### Cell density map

The bar under the picture is 20 um long. The die is cut into 9 by 9 equal tiles; dark blue is low, red is high, 0 to 100% covered.
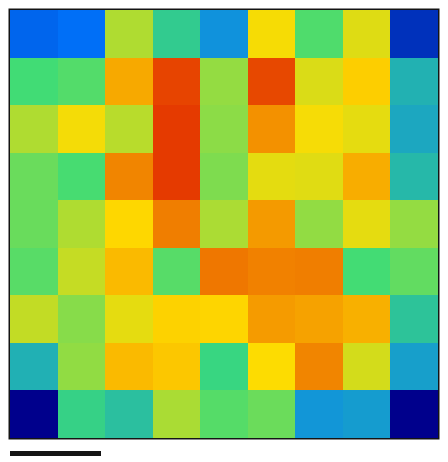
### M2 wires

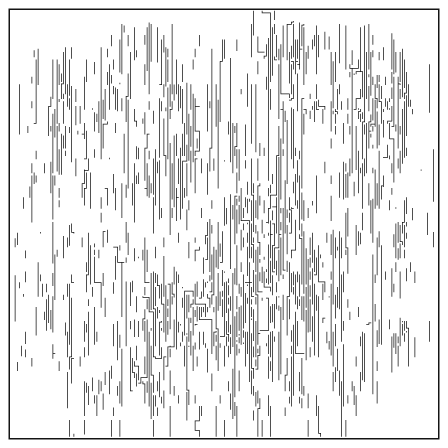
### Signal wires on met1

Cells faint in the background.
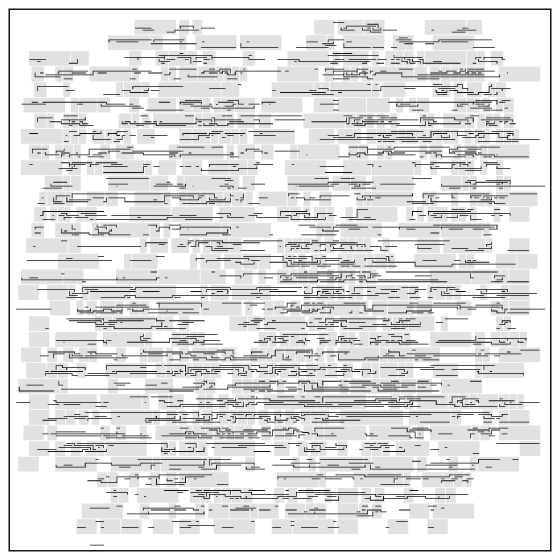
### Routing congestion map

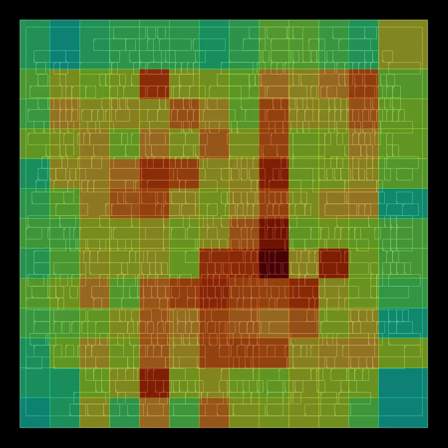
## src/rtl/morse_pkg.sv

```systemverilog
// Shared symbol codes, state encoding and unit-multiple durations for the Morse keyer.
package morse_pkg;

  localparam logic [1:0] SYM_DOT  = 2'b00;
  localparam logic [1:0] SYM_DASH = 2'b01;
  localparam logic [1:0] SYM_LGAP = 2'b10;
  localparam logic [1:0] SYM_WGAP = 2'b11;

  localparam logic [2:0] DOT_UNITS   = 3'd1;
  localparam logic [2:0] DASH_UNITS  = 3'd3;
  localparam logic [2:0] SPACE_UNITS = 3'd1;
  localparam logic [2:0] LGAP_UNITS  = 3'd2;
  localparam logic [2:0] WGAP_UNITS  = 3'd6;

  typedef enum logic [2:0] {
    ST_IDLE,
    ST_MARK,
    ST_SPACE,
    ST_GAP,
    ST_DONE
  } state_t;

  function automatic logic [2:0] symUnits(input state_t st, input logic [1:0] sym);
    case (st)
      ST_MARK: return (sym == SYM_DASH) ? DASH_UNITS : DOT_UNITS;
      ST_GAP:  return (sym == SYM_WGAP) ? WGAP_UNITS : LGAP_UNITS;
      default: return SPACE_UNITS;
    endcase
  endfunction

  // Gap codes have the MSB set; everything else is a keyed mark.
  function automatic state_t symState(input logic [1:0] sym);
    if (sym[1]) return ST_GAP;
    return ST_MARK;
  endfunction

endpackage

```

## src/rtl/morse_tone_gen.sv

```systemverilog
// Square-wave tone divider; held at phase zero whenever iCLR is asserted.
module morse_tone_gen #(
  parameter int TONE_HALF = 131072
) (
  input  logic iCLK,
  input  logic iRST,
  input  logic iCLR,
  output logic oTONE
);

  localparam int CNT_W = (TONE_HALF > 1) ? $clog2(TONE_HALF) : 1;

  logic [CNT_W-1:0] toneCnt;

  always_ff @(posedge iCLK) begin
    if (iRST || iCLR) begin
      toneCnt <= '0;
      oTONE   <= 1'b0;
    end else if (toneCnt == CNT_W'(TONE_HALF - 1)) begin
      toneCnt <= '0;
      oTONE   <= ~oTONE;
    end else begin
      toneCnt <= toneCnt + 1'b1;
    end
  end

endmodule

```

## src/rtl/morse_sequencer.sv

```systemverilog
// Programmable Morse keyer: plays a latched symbol string on the lamp key and gates a tone.
//   state    | meaning
//   ST_IDLE  | waiting for iSTART
//   ST_MARK  | key on for a dot or dash
//   ST_SPACE | one-unit key-off after a mark
//   ST_GAP   | letter/word gap, key off
//   ST_DONE  | end-of-pass cycle with oDONE, back to idle
module morse_sequencer
  import morse_pkg::*;
#(
  parameter int UNIT_DIV  = 12500000,
  parameter int TONE_HALF = 131072,
  parameter int MAX_SYM   = 16,
  parameter int LEN_W     = 5
) (
  input  logic                 iCLK,
  input  logic                 iRST,
  input  logic                 iSTART,
  input  logic                 iABORT,
  input  logic                 iREPEAT,
  input  logic [LEN_W-1:0]     iMSG_LEN,
  input  logic [2*MAX_SYM-1:0] iSYMBOLS,
  output logic                 oKEY,
  output logic                 oSOUND,
  output logic                 oBUSY,
  output logic                 oDONE
);

  localparam int UCNT_W = (UNIT_DIV > 1) ? $clog2(UNIT_DIV) : 1;
  localparam int IDX_W  = (MAX_SYM > 1) ? $clog2(MAX_SYM) : 1;

  state_t               state, stateNext;
  logic [2*MAX_SYM-1:0] symReg;
  logic [LEN_W-1:0]     lenReg, lenClamp;
  logic                 repeatReg;
  logic [IDX_W-1:0]     idx, idxNext, idxInc;
  logic [UCNT_W-1:0]    unitCnt;
  logic [2:0]           unitNum;
  logic [1:0]           curSym, nextSym;
  logic                 unitDone, stateEnd, lastSym;
  logic                 enter, latch, keyNext, busyNext, doneNext;
  logic                 toneBit;

  assign lenClamp = (iMSG_LEN > LEN_W'(MAX_SYM)) ? LEN_W'(MAX_SYM) : iMSG_LEN;
  assign idxInc   = idx + 1'b1;
  assign curSym   = symReg[{idx, 1'b0} +: 2];
  assign nextSym  = symReg[{idxInc, 1'b0} +: 2];
  assign unitDone = (unitCnt == UCNT_W'(UNIT_DIV - 1));
  assign stateEnd = unitDone && (unitNum == symUnits(state, curSym) - 3'd1);
  assign lastSym  = (LEN_W'(idx) + LEN_W'(1)) >= lenReg;

  always_comb begin
    stateNext = state;
    idxNext   = idx;
    enter     = 1'b0;
    latch     = 1'b0;
    doneNext  = 1'b0;
    if (iABORT) begin
      stateNext = ST_IDLE;
    end else begin
      case (state)
        ST_IDLE: begin
          if (iSTART) begin
            latch   = 1'b1;
            enter   = 1'b1;
            idxNext = '0;
            if (lenClamp == '0) stateNext = ST_DONE;
            else                stateNext = symState(iSYMBOLS[1:0]);
          end
        end
        ST_MARK: begin
          if (stateEnd) begin
            enter     = 1'b1;
            stateNext = ST_SPACE;
          end
        end
        ST_SPACE, ST_GAP: begin
          if (stateEnd) begin
            enter = 1'b1;
            if (!lastSym) begin
              idxNext   = idxInc;
              stateNext = symState(nextSym);
            end else if (repeatReg) begin
              // Done pulse rides on the first cycle of the next pass so the loop has no dead cycle.
              idxNext   = '0;
              stateNext = symState(symReg[1:0]);
              doneNext  = 1'b1;
            end else begin
              stateNext = ST_DONE;
            end
          end
        end
        ST_DONE: stateNext = ST_IDLE;
        default: stateNext = ST_IDLE;
      endcase
    end
    keyNext  = (stateNext == ST_MARK);
    busyNext = (stateNext == ST_MARK) || (stateNext == ST_SPACE) || (stateNext == ST_GAP);
    if (stateNext == ST_DONE) doneNext = 1'b1;
  end

  always_ff @(posedge iCLK) begin
    if (iRST) begin
      state     <= ST_IDLE;
      idx       <= '0;
      symReg    <= '0;
      lenReg    <= '0;
      repeatReg <= 1'b0;
      unitCnt   <= '0;
      unitNum   <= '0;
      oKEY      <= 1'b0;
      oBUSY     <= 1'b0;
      oDONE     <= 1'b0;
    end else begin
      state <= stateNext;
      idx   <= idxNext;
      oKEY  <= keyNext;
      oBUSY <= busyNext;
      oDONE <= doneNext;
      if (latch) begin
        symReg    <= iSYMBOLS;
        lenReg    <= lenClamp;
        repeatReg <= iREPEAT;
      end
      if (enter || stateNext == ST_IDLE || stateNext == ST_DONE) begin
        unitCnt <= '0;
        unitNum <= '0;
      end else if (unitDone) begin
        unitCnt <= '0;
        unitNum <= unitNum + 3'd1;
      end else begin
        unitCnt <= unitCnt + 1'b1;
      end
    end
  end

  // Tone only advances while the key stays on across the edge, so each mark starts at phase zero
  // and the tone bit is already zero whenever oKEY is low.
  morse_tone_gen #(.TONE_HALF(TONE_HALF)) uToneGen (
    .iCLK (iCLK),
    .iRST (iRST),
    .iCLR (~(keyNext & oKEY)),
    .oTONE(toneBit)
  );

  assign oSOUND = toneBit;

endmodule

```

## config.mk

```make
export PLATFORM = sky130hd
export DESIGN_NAME = morse_sequencer
export DESIGN_NICKNAME = d
export VERILOG_FILES = /design/src/rtl/morse_pkg.sv /design/src/rtl/morse_tone_gen.sv /design/src/rtl/morse_sequencer.sv
export SDC_FILE = /design/constraint.sdc
export NUM_CORES = 1
export LEC_CHECK = 0
export ABC_AREA = 1
export ABC_CLOCK_PERIOD_IN_PS = 3700
export CORE_UTILIZATION = 57
export DETAILED_ROUTE_END_ITERATION = 6
export GPL_ROUTABILITY_DRIVEN = 0
export PLACE_DENSITY = 0.79
export SLEW_MARGIN = 40
export SYNTH_ARGS = -nofsm -noshare
export SYNTH_HDL_FRONTEND = slang
export SYNTH_HIERARCHICAL = 1
export SYNTH_SLANG_ARGS = --single-unit
```

## constraint.sdc

```tcl
create_clock -name iCLK -period 3.7 [get_ports iCLK]
set_clock_uncertainty 0.15 [all_clocks]
set_input_delay 0.37 -clock iCLK [delete_from_list [all_inputs] [get_ports iCLK]]
set_output_delay 0.37 -clock iCLK [all_outputs]
set_load 0.01 [all_outputs]
```

==> qor.yml <==
cells_and_area:
  final_design_area_no_fill_mm2: 0.00562
  ff_count: 93
  buffers: 53
  comb_area_mm2: 0.00247
  top_regs: "symReg: 32 flops, unitCnt: 24 flops, uToneGen/toneCnt: 17 flops"
  clk_share_pct: 3.90
  finalNonFillerCells: 836
  antenna_cells: 0
  largestClassByArea: "combinational gates"
  comb_area_share_pct: 44.0
  seq_area_mm2: 0.00186
  top_register: "symReg"
  fillers: 715
  nets: 779
  area_share_nonclk_buffers_pct: 9.62
  mostFrequentLayoutCell: "nand2_1"
power_and_ir_drop:
  vdd_ir_drop_max_mv: 0.228
  pwr-share-seq_pct: 50.1
  clk-power_uw: 750
  power_density_mw_per_mm2: 375
  leakagePower_nw: 2.12
  pwr-share-comb_pct: 14.3
synthesis:
  syn_nets: 736
  ff_type: "dfxtp_1"
  synth_top_cell_by_count: "nand2_1"
  synthMuxAreaShare_pct: 0.207
  synthesis.area_mm2: 0.00484
  synthTopCellsByArea: "dfxtp_1, nand2_1, inv_1, a21oi_1, nor2_1"
  ys.flops: 93
  synth-async-reset-ratio_pct: 0
  ys.warnings.count: 6
  enable_flop_cells: 0
  top_logic_kind: "simple AND/OR/NAND/NOR gates"
  top_area_share_pct: 38.5
  synthAoiAreaFrac_pct: 13.1
  synth.distinct_cells: 37
  syn_inst: 683
run_status:
  outcome: "complete, no violations"
floorplanning:
  die_area_mm2: 0.00886
  die-height_um: 94.1
  n_tap_cell: 105
setup_path:
  cp.required_ns: 3.84
  reg2reg_to: "uToneGen/toneCnt[15]"
  timing.rr.start: "idx[2]"
  cpMostUsedCell: "nand2_1"
  end_kind: "register"
  crit_arrival_ns: 3.58
  cpLargestDelayFamily: "simple AND/OR/NAND/NOR gates"
  crit_type: "register to register"
  reg2reg_slack_ns: 0.26
  slowest_stage: "dfxtp_1"
  path_cells: "nand3_1 > xor2_2 > inv_1 > ha_1 > nand2_1 > inv_1 > a21oi_1 > nand3_1 > nand2_1 > nor2_1 > nor2_1 > nand3_1 > nand2_1 > nand3_1 > nand2_1 > nand4_1 > or2_4 > nor2_4 > buf_4 > nand2_1 > nor2_1"
  cp_slowest_stage_delay_ns: 0.57
  path_buffers: 3
clock_network:
  hold_buffers: 0
  clk_latency_ns: 0.35
  ctsRootBufferMaster: "clkbuf_8"
  cts.sinks: 93
  htree_levels: 3
  clk_pin_slew_ns: 0.09
grt:
  grt_pass1_vias: 4031
  top_usage_layer: "met2"
  grt_pass1_wl_um: 17700
  antenna_found_initial: 0
  grt-ovfl-total: 0
  grt_max_degree: 58
min_path:
  hold_class: "register to register"
  hold_end: "unitCnt[0]"
  holdPathStages: 1
  min_from: "unitCnt[0]"
route:
  wl_per_cell_um: 12.7
  routed-wl-met3_um: 722
  drt_iter0_markers: 349
  drt_wl_total_um: 10600
  route.layer.met1.wl_um: 4900
  route.detailed.drc: 0
timing:
  whs_ns: 0.299
  drv_slew: 0
  max_freq_ghz: 0.291
  hold_viol_final: 0
  slew_headroom_pct: 61.7
  fin_setup_tns_ns: 0
place:
  portBuffers: 45
  place_hpwl_um: 7770
  placed_area_mm2: 0.00533
  pre_cts_ws_ns: 0.158
run:
  warnings: 26
Notes on 'Cell density map' above:
nearly empty tiles: 2.5%
mean over tiles: 62%
tiles over 75% full: 30%
fp util: 58.9%
fin util: 68.4%
Core ar.: 0.00822 mm^2

Notes on 'M2 wires' above:
main direction: vertical
wire length on this layer: 4,870 um

Notes on 'Signal wires on met1' above:
longest straight run: 48.3 um
share of all routed wire: 46%
met1 Usage GRT: 33.3%
via count: 4,441

Notes on 'Routing congestion map' above:
met2 global-route usage: 40.6%
met3 GRT Util: 4.85%

repair_timing:
item	in CTS	in global routing
gates resized	0	5
setup buffers	0	2
endpoints found under the setup margin	0	17
worst max-delay path by stage:
stage | startpoint | to | slack, ns | depth (start not counted)
6_report | idx[2] | uToneGen/toneCnt[15] | 0.26 | 21
5_1_grt | idx[2] | uToneGen/toneCnt[15] | -0.06 | 21
4_1_cts | idx[0] | uToneGen/toneCnt[2] | 0.13 | 19
3_5_place_dp | idx[0] | uToneGen/toneCnt[2] | 0.16 | 19
3_3_place_gp | idx[0] | uToneGen/toneCnt[2] | 0.33 | 22
2_1_floorplan | idx[0] | uToneGen/toneCnt[3] | 0.64 | 23
Power figures rest on the tool's default switching activity, not on a simulated workload.
